--- src/rtl/regfile_wb_arbiter_pkg.sv ---
// Shared definitions for the write-back arbiter and the register file it feeds.
package regfile_wb_arbiter_pkg;

   // Widths shared with the register file
   localparam int unsigned RF_DATA_WIDTH    = 16;
   localparam int unsigned RF_REGADDR_WIDTH = 3;
   localparam int unsigned WR_CNT_WIDTH     = 16;

   // Requester indices into the grant vector
   localparam logic REQ_ALU = 1'b0;
   localparam logic REQ_MEM = 1'b1;

   // Two-way round-robin: a lone requester wins, a tie goes to whoever did not win last
   function automatic logic [1:0] rr2_grant(input logic [1:0] req, input logic last);
      logic [1:0] gnt;
      gnt          = 2'b00;
      gnt[REQ_ALU] = req[REQ_ALU] && (!req[REQ_MEM] || (last == REQ_MEM));
      gnt[REQ_MEM] = req[REQ_MEM] && (!req[REQ_ALU] || (last == REQ_ALU));
      return gnt;
   endfunction

endpackage

--- src/rtl/regfile_wb_arbiter_rr_arbiter2.sv ---
// Two-way round-robin arbiter with its last-grant pointer; reusable for any shared port.
module rr_arbiter2
   import regfile_wb_arbiter_pkg::*;
(
   input  logic       clk,
   input  logic       reset,
   input  logic [1:0] req,
   input  logic       hold,
   output logic [1:0] gnt_c,
   output logic       last_grant
);

   logic last_q;
   logic last_d;

   // Grant is blocked in reset and while held; the pointer moves only on a grant
   always_comb begin
      gnt_c  = 2'b00;
      last_d = last_q;
      if (!reset && !hold) begin
         gnt_c = rr2_grant(req, last_q);
         if (gnt_c[REQ_MEM]) begin
            last_d = REQ_MEM;
         end else if (gnt_c[REQ_ALU]) begin
            last_d = REQ_ALU;
         end
      end
   end

   // Pointer resets to the load side so the ALU wins the first tie
   always_ff @(posedge clk) begin
      if (reset) begin
         last_q <= REQ_MEM;
      end else begin
         last_q <= last_d;
      end
   end

   assign last_grant = last_q;

endmodule

--- src/rtl/regfile_wb_arbiter.sv ---
// Shares the register-file write port between the ALU and load write-back paths.
module regfile_wb_arbiter
   import regfile_wb_arbiter_pkg::*;
#(
   parameter int unsigned DATA_WIDTH    = regfile_wb_arbiter_pkg::RF_DATA_WIDTH,
   parameter int unsigned REGADDR_WIDTH = regfile_wb_arbiter_pkg::RF_REGADDR_WIDTH,
   parameter int unsigned CNT_WIDTH     = regfile_wb_arbiter_pkg::WR_CNT_WIDTH
)(
   input  logic                     clk,
   input  logic                     reset,
   input  logic                     req0_valid,
   input  logic [REGADDR_WIDTH-1:0] req0_reg,
   input  logic [DATA_WIDTH-1:0]    req0_data,
   output logic                     req0_ready,
   input  logic                     req1_valid,
   input  logic [REGADDR_WIDTH-1:0] req1_reg,
   input  logic [DATA_WIDTH-1:0]    req1_data,
   output logic                     req1_ready,
   input  logic                     wb_hold,
   output logic                     reg_write,
   output logic [REGADDR_WIDTH-1:0] write_reg,
   output logic [DATA_WIDTH-1:0]    write_data,
   output logic                     last_grant,
   output logic [CNT_WIDTH-1:0]     wr_count
);

   logic [1:0] gnt_c;

   logic                     reg_write_q,  reg_write_d;
   logic [REGADDR_WIDTH-1:0] write_reg_q,  write_reg_d;
   logic [DATA_WIDTH-1:0]    write_data_q, write_data_d;
   logic [CNT_WIDTH-1:0]     wr_count_q,   wr_count_d;

   rr_arbiter2 u_arb (
      .clk        (clk),
      .reset      (reset),
      .req        ({req1_valid, req0_valid}),
      .hold       (wb_hold),
      .gnt_c      (gnt_c),
      .last_grant (last_grant)
   );

   // Ready is the grant itself: a transfer happens exactly when the arbiter picks a requester
   assign req0_ready = gnt_c[REQ_ALU];
   assign req1_ready = gnt_c[REQ_MEM];

   // Output stage captures the winner; address/data hold when idle, counter tracks issued writes
   always_comb begin
      reg_write_d  = 1'b0;
      write_reg_d  = write_reg_q;
      write_data_d = write_data_q;
      wr_count_d   = wr_count_q + CNT_WIDTH'(reg_write_q);
      if (gnt_c[REQ_ALU]) begin
         reg_write_d  = 1'b1;
         write_reg_d  = req0_reg;
         write_data_d = req0_data;
      end else if (gnt_c[REQ_MEM]) begin
         reg_write_d  = 1'b1;
         write_reg_d  = req1_reg;
         write_data_d = req1_data;
      end
   end

   // Reset drops any pending write along with the counter
   always_ff @(posedge clk) begin
      if (reset) begin
         reg_write_q  <= 1'b0;
         write_reg_q  <= '0;
         write_data_q <= '0;
         wr_count_q   <= '0;
      end else begin
         reg_write_q  <= reg_write_d;
         write_reg_q  <= write_reg_d;
         write_data_q <= write_data_d;
         wr_count_q   <= wr_count_d;
      end
   end

   assign reg_write  = reg_write_q;
   assign write_reg  = write_reg_q;
   assign write_data = write_data_q;
   assign wr_count   = wr_count_q;

   // Never more than one grant per cycle
   a_one_grant : assert property (@(posedge clk) !(req0_ready && req1_ready));

endmodule

--- config.mk ---
export PLATFORM = sky130hd
export DESIGN_NAME = regfile_wb_arbiter
export DESIGN_NICKNAME = d
export VERILOG_FILES = /design/src/rtl/regfile_wb_arbiter_pkg.sv /design/src/rtl/regfile_wb_arbiter_rr_arbiter2.sv /design/src/rtl/regfile_wb_arbiter.sv
export SDC_FILE = /design/constraint.sdc
export NUM_CORES = 1
export LEC_CHECK = 0
export ABC_AREA = 0
export CAP_MARGIN = 20
export CELL_PAD_IN_SITES_DETAIL_PLACEMENT = 1
export CELL_PAD_IN_SITES_GLOBAL_PLACEMENT = 1
export CORE_UTILIZATION = 30
export CTS_CLUSTER_SIZE = 16
export DETAILED_ROUTE_END_ITERATION = 8
export HOLD_SLACK_MARGIN = 0.03
export PLACE_DENSITY = 0.85
export SLEW_MARGIN = 20
export SYNTH_ARGS = -nofsm -noshare
export SYNTH_HDL_FRONTEND = slang
export SYNTH_HIERARCHICAL = 1
export SYNTH_SLANG_ARGS = --single-unit
--- constraint.sdc ---
create_clock -name clk -period 2.32 [get_ports clk]
set_clock_uncertainty 0.1 [all_clocks]
set_input_delay 0.348 -clock clk [delete_from_list [all_inputs] [get_ports clk]]
set_output_delay 0.348 -clock clk [all_outputs]
set_load 0.03 [all_outputs]
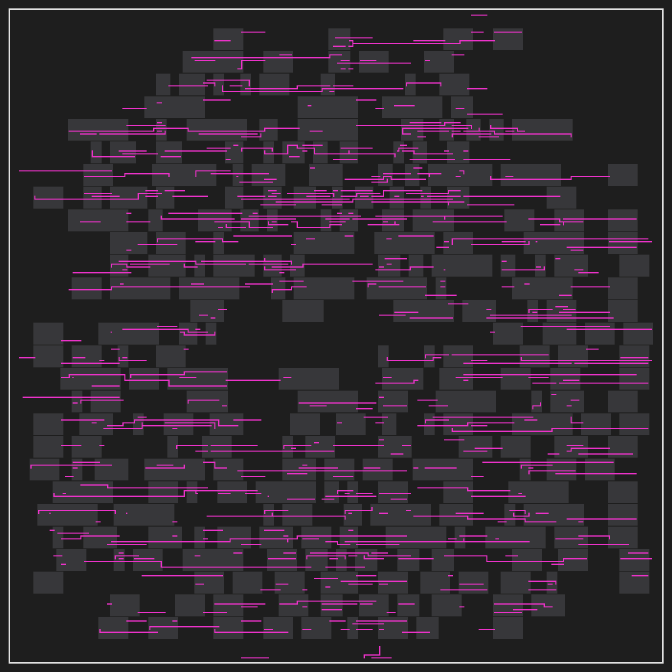
**Above:** metal 1.
The longest straight run is 23.5 um. The layer holds 44% of the routed length. The layer carries 2050 um of wire.
WL final: 4660 um
vias: 1620
met1 Use GR: 17.4%

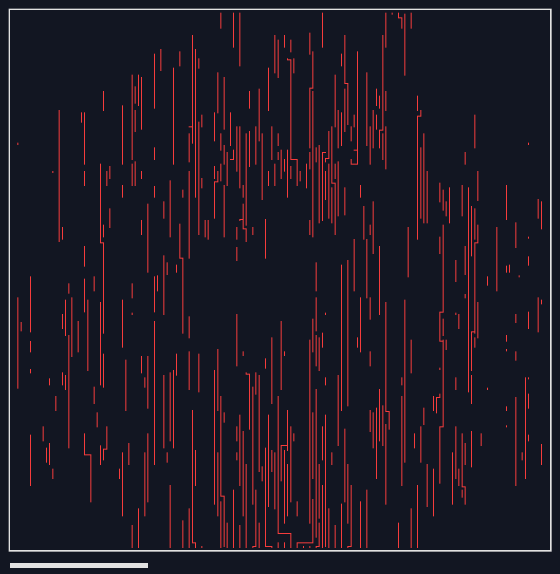
**Above:** signal wires on met2.
The bar under the picture is 20 um long.
The layer holds 47% of the routed length. The wires run mostly vertical. The longest straight run is 29.6 um. 277 nets have wire on it. The layer carries 2190 um of wire.
GR Layer Usage met2: 25.9%

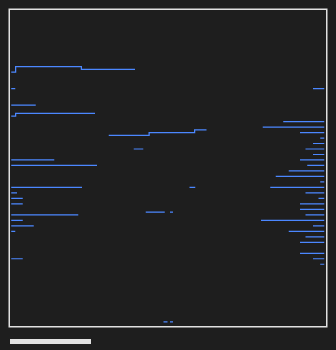
**Above:** met3 routing.
The bar under the picture is 20 um long.
The longest straight run is 20.9 um. The layer holds 7.1% of the routed length.
met3 Use GR: 4.88%

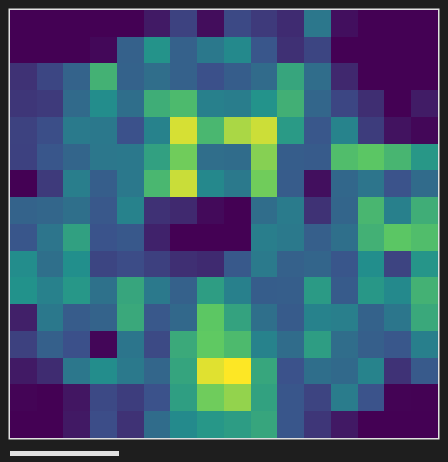
**Above:** signal metal coverage by tile.
The bar under the picture is 20 um long. 16 x 16 tiles, from dark purple (low) to yellow (high), scaled to the fullest tile. Values are wire area over tile area, all layers added.
14% of the tiles are nearly empty. The mean over all tiles is 0.12. 22% of the tiles are over half the peak. The fullest tile reaches 0.37. The densest ninth of the die: south. The emptiest ninth of the die: north-east.
GRT Total Usage: 15.2%
routed len/inst: 13.9 um

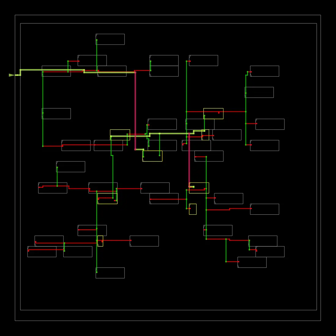
**Above:** clock nets.
CTS sink cnt: 37
Num CTS Buffers: 5
sequential cell count: 37
Clock Latency Late Sink: 0.28 ns

==> impl_metrics.ini <==
; synthesis and place-and-route metrics
[power_and_ir_drop]
switching_share_pct = 25.1
comb_power_share_pct = 18.8

[sta]
rsz0062_at_grt = false
fin_crit_sh_pct = 84.5
tightest_slew_ns = 0.441
clock.fmax_ghz = 0.510
hold_slack_ns = 0.419

[placement]
hpwl_um = 3440
place.gp.congestion = 0.740
port_buffers = 81
post-place-cells = 327

[clocking]
ctsLongestPathBuffers = 2
cts_hold_buf = 0
ctsResizeCount = 0

[critical_path]
crit-reg2reg-capture = wr_count[14]
critPathLaunch = wr_count[5]
r2r-start = wr_count[0]
worstPathCellList = clkdlybuf4s50_1
crit_required_ns = 1.87

[layout]
layout_top_cell = clkdlybuf4s50_1
stdcell_count = 335
inverters = 4
final_cell_mix = clkdlybuf4s50_1, dfxtp_1, nor2_1
fin_nets = 308

[synth]
synth-adder-area-share_pct = 2.15
top_area_share_pct = 42.4
async_flop_share_pct = 0
ys_chip_area_um2 = 1750
ys_seq_share_pct = 42.4
flop_cell = dfxtp_1

[routing]
drt_iter0_markers = 52
wl_met1_um = 2050

[grt]
grt_pass1_vias = 1640

[outcome]
status = complete, no violations

[hold_path]
hp-start = wr_count[12]

[die]
row_count = 27
